`config.mk`:
```
export PLATFORM = sky130hd
export DESIGN_NAME = pokey_audio_n
export DESIGN_NICKNAME = d
export VERILOG_FILES = /design/src/rtl/pokey_audio_n.sv
export SDC_FILE = /design/constraint.sdc
export NUM_CORES = 1
export LEC_CHECK = 0
export ABC_AREA = 1
export CORE_ASPECT_RATIO = 1.1
export CORE_MARGIN = 5
export CORE_UTILIZATION = 30
export DETAILED_ROUTE_END_ITERATION = 16
export PLACE_DENSITY_LB_ADDON = 0.08
export SKIP_LAST_GASP = 1
export SLEW_MARGIN = 0
export SYNTH_ARGS = -nofsm -noshare
export SYNTH_HDL_FRONTEND = slang
export SYNTH_SLANG_ARGS = --single-unit
export TNS_END_PERCENT = 30
```
`constraint.sdc`:
```
create_clock -name phi2 -period 4.55 [get_ports phi2]
set_input_delay 0.6825 -clock phi2 [delete_from_list [all_inputs] [get_ports phi2]]
set_output_delay 0.6825 -clock phi2 [all_outputs]
set_load 0.1 [all_outputs]
```
`src/rtl/pokey_audio_n.sv`:
```
// pokey_audio_n: N-channel POKEY-style tone/noise generator.
// CPU register file (AUDF/AUDC per channel, AUDCTL, RANDOM), shared poly
// counters, per-channel reload down-counters with tone flops, and a summing
// mixer whose width is scaled so NUM_CH*15 never overflows.
module pokey_audio_n #(
  parameter int NUM_CH   = 4,
  parameter int BASE_DIV = 28,
  parameter int ADDR_W   = 4,
  parameter int OUT_W    = 4 + $clog2(NUM_CH + 1)
) (
  input  logic              phi2,
  input  logic              reset,
  input  logic              cs_n,
  input  logic              r_w_n,
  input  logic [ADDR_W-1:0] a,
  input  logic [7:0]        d_in,
  output logic [7:0]        d_out,
  output logic [OUT_W-1:0]  aud
);

  localparam int PW = (BASE_DIV > 1) ? $clog2(BASE_DIV) : 1;
  localparam logic [PW-1:0]     PRE_LAST = PW'(BASE_DIV - 1);
  localparam logic [ADDR_W-1:0] A_CTL    = ADDR_W'(2 * NUM_CH);
  localparam logic [ADDR_W-1:0] A_RND    = ADDR_W'(2 * NUM_CH + 1);

  logic             wr_en;
  logic             rd_en;
  logic [7:0]       audf [NUM_CH];
  logic [7:0]       audc [NUM_CH];
  logic [7:0]       audctl;
  logic [3:0]       poly4;
  logic [4:0]       poly5;
  logic [8:0]       poly9;
  logic [16:0]      poly17;
  logic [PW-1:0]    presc;
  logic             base_tick;
  logic [7:0]       cnt [NUM_CH];
  logic [NUM_CH-1:0] tone;
  logic [NUM_CH-1:0] gate;
  logic [3:0]       amp [NUM_CH];
  logic             poly_big;
  logic [7:0]       rd_val;
  logic [OUT_W-1:0] mix;

  assign wr_en     = !cs_n && !r_w_n;
  assign rd_en     = !cs_n && r_w_n;
  assign base_tick = (presc == PRE_LAST);
  assign poly_big  = audctl[7] ? poly9[0] : poly17[0];

  // Register file writes; reset wins over a write on the same edge.
  always_ff @(posedge phi2) begin
    if (reset) begin
      audctl <= '0;
      for (int c = 0; c < NUM_CH; c++) begin
        audf[c] <= '0;
        audc[c] <= '0;
      end
    end else if (wr_en) begin
      if (a == A_CTL) audctl <= d_in;
      for (int c = 0; c < NUM_CH; c++) begin
        if (a == ADDR_W'(2 * c))     audf[c] <= d_in;
        if (a == ADDR_W'(2 * c + 1)) audc[c] <= d_in;
      end
    end
  end

  // Read mux; unmapped addresses read as zero.
  always_comb begin
    rd_val = '0;
    if (a == A_CTL) rd_val = audctl;
    if (a == A_RND) rd_val = audctl[7] ? poly9[7:0] : poly17[7:0];
    for (int c = 0; c < NUM_CH; c++) begin
      if (a == ADDR_W'(2 * c))     rd_val = audf[c];
      if (a == ADDR_W'(2 * c + 1)) rd_val = audc[c];
    end
  end

  // Registered read data, held between reads.
  always_ff @(posedge phi2) begin
    if (reset)      d_out <= '0;
    else if (rd_en) d_out <= rd_val;
  end

  // Fibonacci polys shifting right; new bit enters at the top, output is bit 0.
  always_ff @(posedge phi2) begin
    if (reset) begin
      poly4  <= '1;
      poly5  <= '1;
      poly9  <= '1;
      poly17 <= '1;
    end else begin
      poly4  <= {poly4[0] ^ poly4[3], poly4[3:1]};
      poly5  <= {poly5[0] ^ poly5[3], poly5[4:1]};
      poly9  <= {poly9[0] ^ poly9[4], poly9[8:1]};
      poly17 <= {poly17[0] ^ poly17[12], poly17[16:1]};
    end
  end

  // Base-tick prescaler cycling 0..BASE_DIV-1.
  always_ff @(posedge phi2) begin
    if (reset)                  presc <= '0;
    else if (presc == PRE_LAST) presc <= '0;
    else                        presc <= presc + 1'b1;
  end

  // Per-channel noise gate and output amplitude.
  always_comb begin
    for (int c = 0; c < NUM_CH; c++) begin
      gate[c] = audc[c][5] |
                ((audc[c][7] | poly5[0]) & (audc[c][6] ? poly4[0] : poly_big));
      amp[c]  = (audc[c][4] | tone[c]) ? audc[c][3:0] : 4'd0;
    end
  end

  // Channel counters: reload from AUDF on terminal count, never force-loaded by a write.
  always_ff @(posedge phi2) begin
    if (reset) begin
      tone <= '0;
      for (int c = 0; c < NUM_CH; c++) cnt[c] <= '0;
    end else begin
      for (int c = 0; c < NUM_CH; c++) begin
        if (audctl[c] | base_tick) begin
          if (cnt[c] == 8'd0) begin
            cnt[c] <= audf[c];
            if (gate[c]) tone[c] <= ~tone[c];
          end else begin
            cnt[c] <= cnt[c] - 8'd1;
          end
        end
      end
    end
  end

  // Unsaturated sum of channel amplitudes.
  always_comb begin
    mix = '0;
    for (int c = 0; c < NUM_CH; c++) mix = mix + OUT_W'(amp[c]);
  end

  // Registered mixer output.
  always_ff @(posedge phi2) begin
    if (reset) aud <= '0;
    else       aud <= mix;
  end

endmodule

```
Figure 1. Congestion heat map.
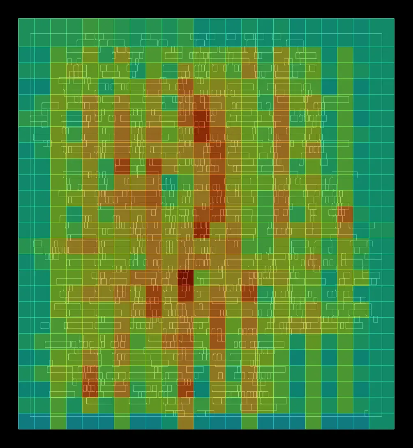
met3 Usage GRT: 0.0235
M1 GR Usage: 0.212
wire length per cell: 16.8 um
Final Util: 0.354
grt peak-use layer: met2

Figure 2. Metal 2.
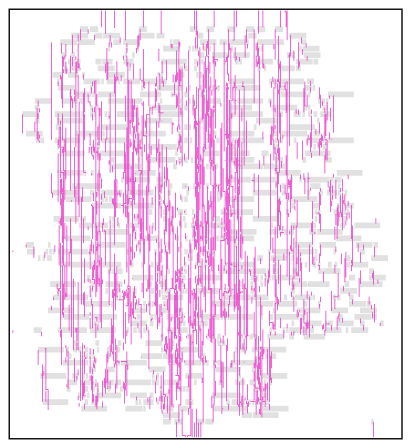
The layer carries 9960 um of wire. The wires run mostly vertical. The layer holds 47% of the routed length. 715 nets have wire on it.
GR Layer Usage met2: 0.244
routed vias: 5707
DRT Wirelength: 21.2 mm

Figure 3. Signal wires on met3.
Bar = 50 um.
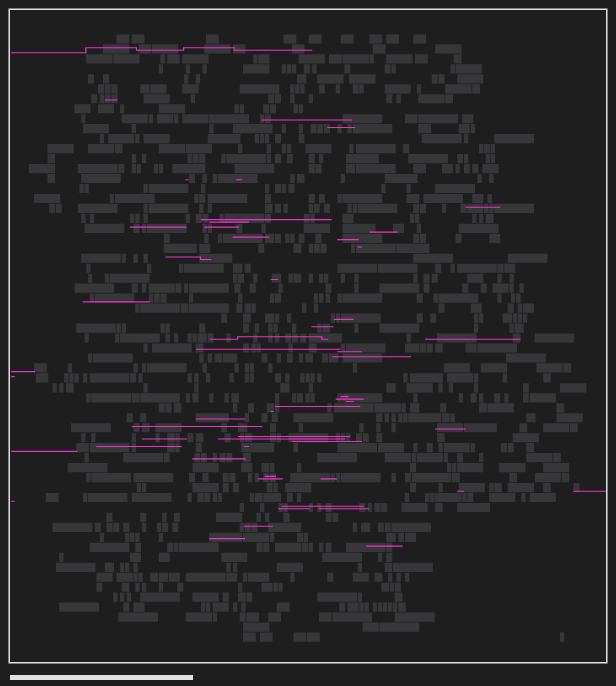
The wires run mostly horizontal. The longest straight run is 39.1 um.

Figure 4. Clock distribution.
Bar = 50 um.
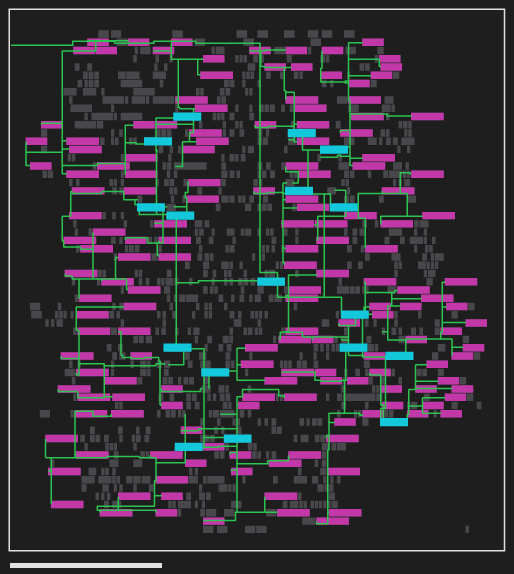
Key: cyan = cells driving clock nets [count 17]; magenta = flip-flops [count 162]; green = clock wires [length 2320 um]
Position of the flops: all over the die. There are 18 routed clock nets.
clk_skew: 0.0141 ns
clock latency on the worst-skew pair: 0.43 ns
clk pwr: 0.00144 W
Clock power frac: 0.411

==> results.py <==
# Generated from Yosys and OpenROAD reports
metrics = {
    "logic_synthesis": {
        "aoi_share": 0.104,
        "syn_area_um2": 7690,
        "synth.logic.top_family": "simple AND/OR/NAND/NOR gates",
        "synth_nets": 905,
        "synthTopCellsByArea": "edfxtp_1, dfxtp_1, nor2_1",
        "ys_chip_area_um2": 7690,
        "ys_sh_mux": 0,
        "synthDistinctLibCells": 38,
        "ys_cells": 867,
        "synth.cellmix.xorXnorShare": 0.0205,
        "synth.largest_area_cell": "edfxtp_1",
        "async_flop_share": 0,
        "yosys-top-cells-count": "nor2_1, nand2_1, inv_1",
        "edf_count": 96,
        "syn_inst": 867,
        "top_cell_area_share": 0.375,
        "flop_cell": "edfxtp_1",
        "simple_gate_area_frac": 0.214,
        "synth_seq_share": 0.547,
        "synth-seq-cells": 162,
        "synth_top_cell_by_count": "nor2_1",
        "yosys_warnings": 0,
    },
    "final_layout": {
        "syn_to_final_growth_pct": 16.3,
        "mostFrequentLayoutCell": "nor2_1",
        "signal_buffers": 38,
        "antenna_cells": 0,
        "final_cell_count_no_fill": 1261,
        "fillers": 2648,
        "logic_area_um2": 2940,
        "clk_share": 0.0645,
        "fin_nets": 940,
        "layout.cells.most_common_list": "nor2_1, nand2_1, inv_1",
        "seq_area_frac": 0.470,
        "fin_area_um2": 8940,
        "top_regs": "audc: 32 flops, audf: 32 flops, cnt: 32 flops",
        "drive_gt1_frac": 0.0863,
        "ff_latch_area_um2": 4200,
        "logic_gates": 567,
        "dominant_cells": "sequential cells",
        "sh_comb_area": 0.329,
        "flops": 162,
        "nClkBuffers": 20,
        "num-nonclk-inverters": 116,
        "buf_share": 0.0394,
    },
    "floorplan": {
        "fp_util": 0.304,
        "fp.dieH_um": 178,
        "taps": 346,
        "dieArea_um2": 28900,
        "core.rowCount": 61,
        "ioPinCount": 31,
        "coreArea_um2": 25300,
        "die_x_um": 163,
    },
    "clock_tree": {
        "cts_made_buffers": 17,
        "cts.clk_slew.worst_paths_ns": 0.07,
        "clkSinkCount": 162,
        "root_buffer": "clkbuf_16",
        "tritoncts": "done",
        "h-tree-depth": 4,
        "hold_buffers": 0,
        "postCtsSetupBuffers": 0,
        "cts_resized": 0,
        "clk_path_buf_depth": 2,
    },
    "global_route": {
        "antenna_found_initial": 0,
        "grt_usage": 0.152,
        "gr-total-overflow": 0,
        "grt_start_max_net_pins": 35,
        "grt_pass1_vias": 5497,
        "grt_pass1_wl_mm": 32.7,
    },
    "final_timing": {
        "setup_violations": 0,
        "tightest_slew_ns": 1.10,
        "rsz0062_at_grt": "no",
        "finalCriticalPeriod_ns": 2.72,
        "timing.final.ws_setup_ns": 1.83,
        "finalClockPeriodUsage": 0.599,
        "hold-worst-slack_ns": 0.407,
        "fmax_mhz": 367,
        "maxSlewHeadroom": 0.259,
        "fin_setup_tns_ns": 0,
        "final_max_slew_viol_count": 0,
        "hold_viol": 0,
    },
    "power_and_ir_drop": {
        "total_power_w": 0.00349,
        "power_switching_w": 0.000938,
        "p_per_area_nw_per_um2": 390,
        "pg_comb_w": 0.000394,
        "p_int_w": 0.00255,
        "pg_seq_w": 0.00166,
        "power_frac_comb": 0.113,
        "swShare": 0.269,
        "vdd_drop_max_mv": 0.160,
        "p_leak_nw": 3.61,
        "power.share.sequential": 0.476,
        "power_leader": "sequential cells",
    },
    "run_status": {
        "outcome": "completed",
    },
    "placed_design": {
        "place.port_buffers": 29,
        "dpl.cell_count": 1229,
        "dp_slack_ns": 1.33,
        "place_area_um2": 8370,
        "place.gp.congestion": 0.818,
        "dp_hpwl_mm": 15.5,
    },
    "detailed_routing": {
        "m1WireLength_mm": 10.3,
        "drt-initial-drc-count": 386,
        "vias_per_cell": 4.53,
        "route.met2.wl_mm": 9.96,
        "antenna_left": 0,
        "highest_layer": "met4",
        "drcViolationCount": 0,
        "route.met3.wl_um": 737,
    },
    "critical_path": {
        "worstPathArrival_ns": 3.09,
        "critPathCaptureType": "flip-flop",
        "required_ns": 4.91,
        "worst-r2r-cell-count": 11,
        "cp_max_fo": 4,
        "critPathLaunchType": "flip-flop",
        "worst_path_max_delay_cell": "fa_1",
        "path_buffers": 2,
        "reg2reg_setup_slack_ns": 1.83,
        "slowest_delay_ns": 0.52,
        "crit_end": "aud[4]",
        "path_class": "flip-flop to flip-flop",
        "cp_top_family": "adder cells",
        "reg2reg_to": "aud[4]",
        "path_depth": 11,
        "r2r_start": "audc[1][4]",
        "path_cells": "nor2_1 -> nor2_1 -> fa_1 -> inv_1 -> fa_1 -> inv_1 -> ha_1 -> a21o_1 -> a21oi_1 -> o21ai_0 -> a21oi_1",
    },
    "flow_run": {
        "drv_cap": 0,
        "warnings": 30,
    },
    "min_path": {
        "worstHoldStart": "poly17[10]",
        "holdCritPathClass": "flip-flop to flip-flop",
        "holdPathStages": 1,
    },
}
Power and IR drop assume default switching activity.
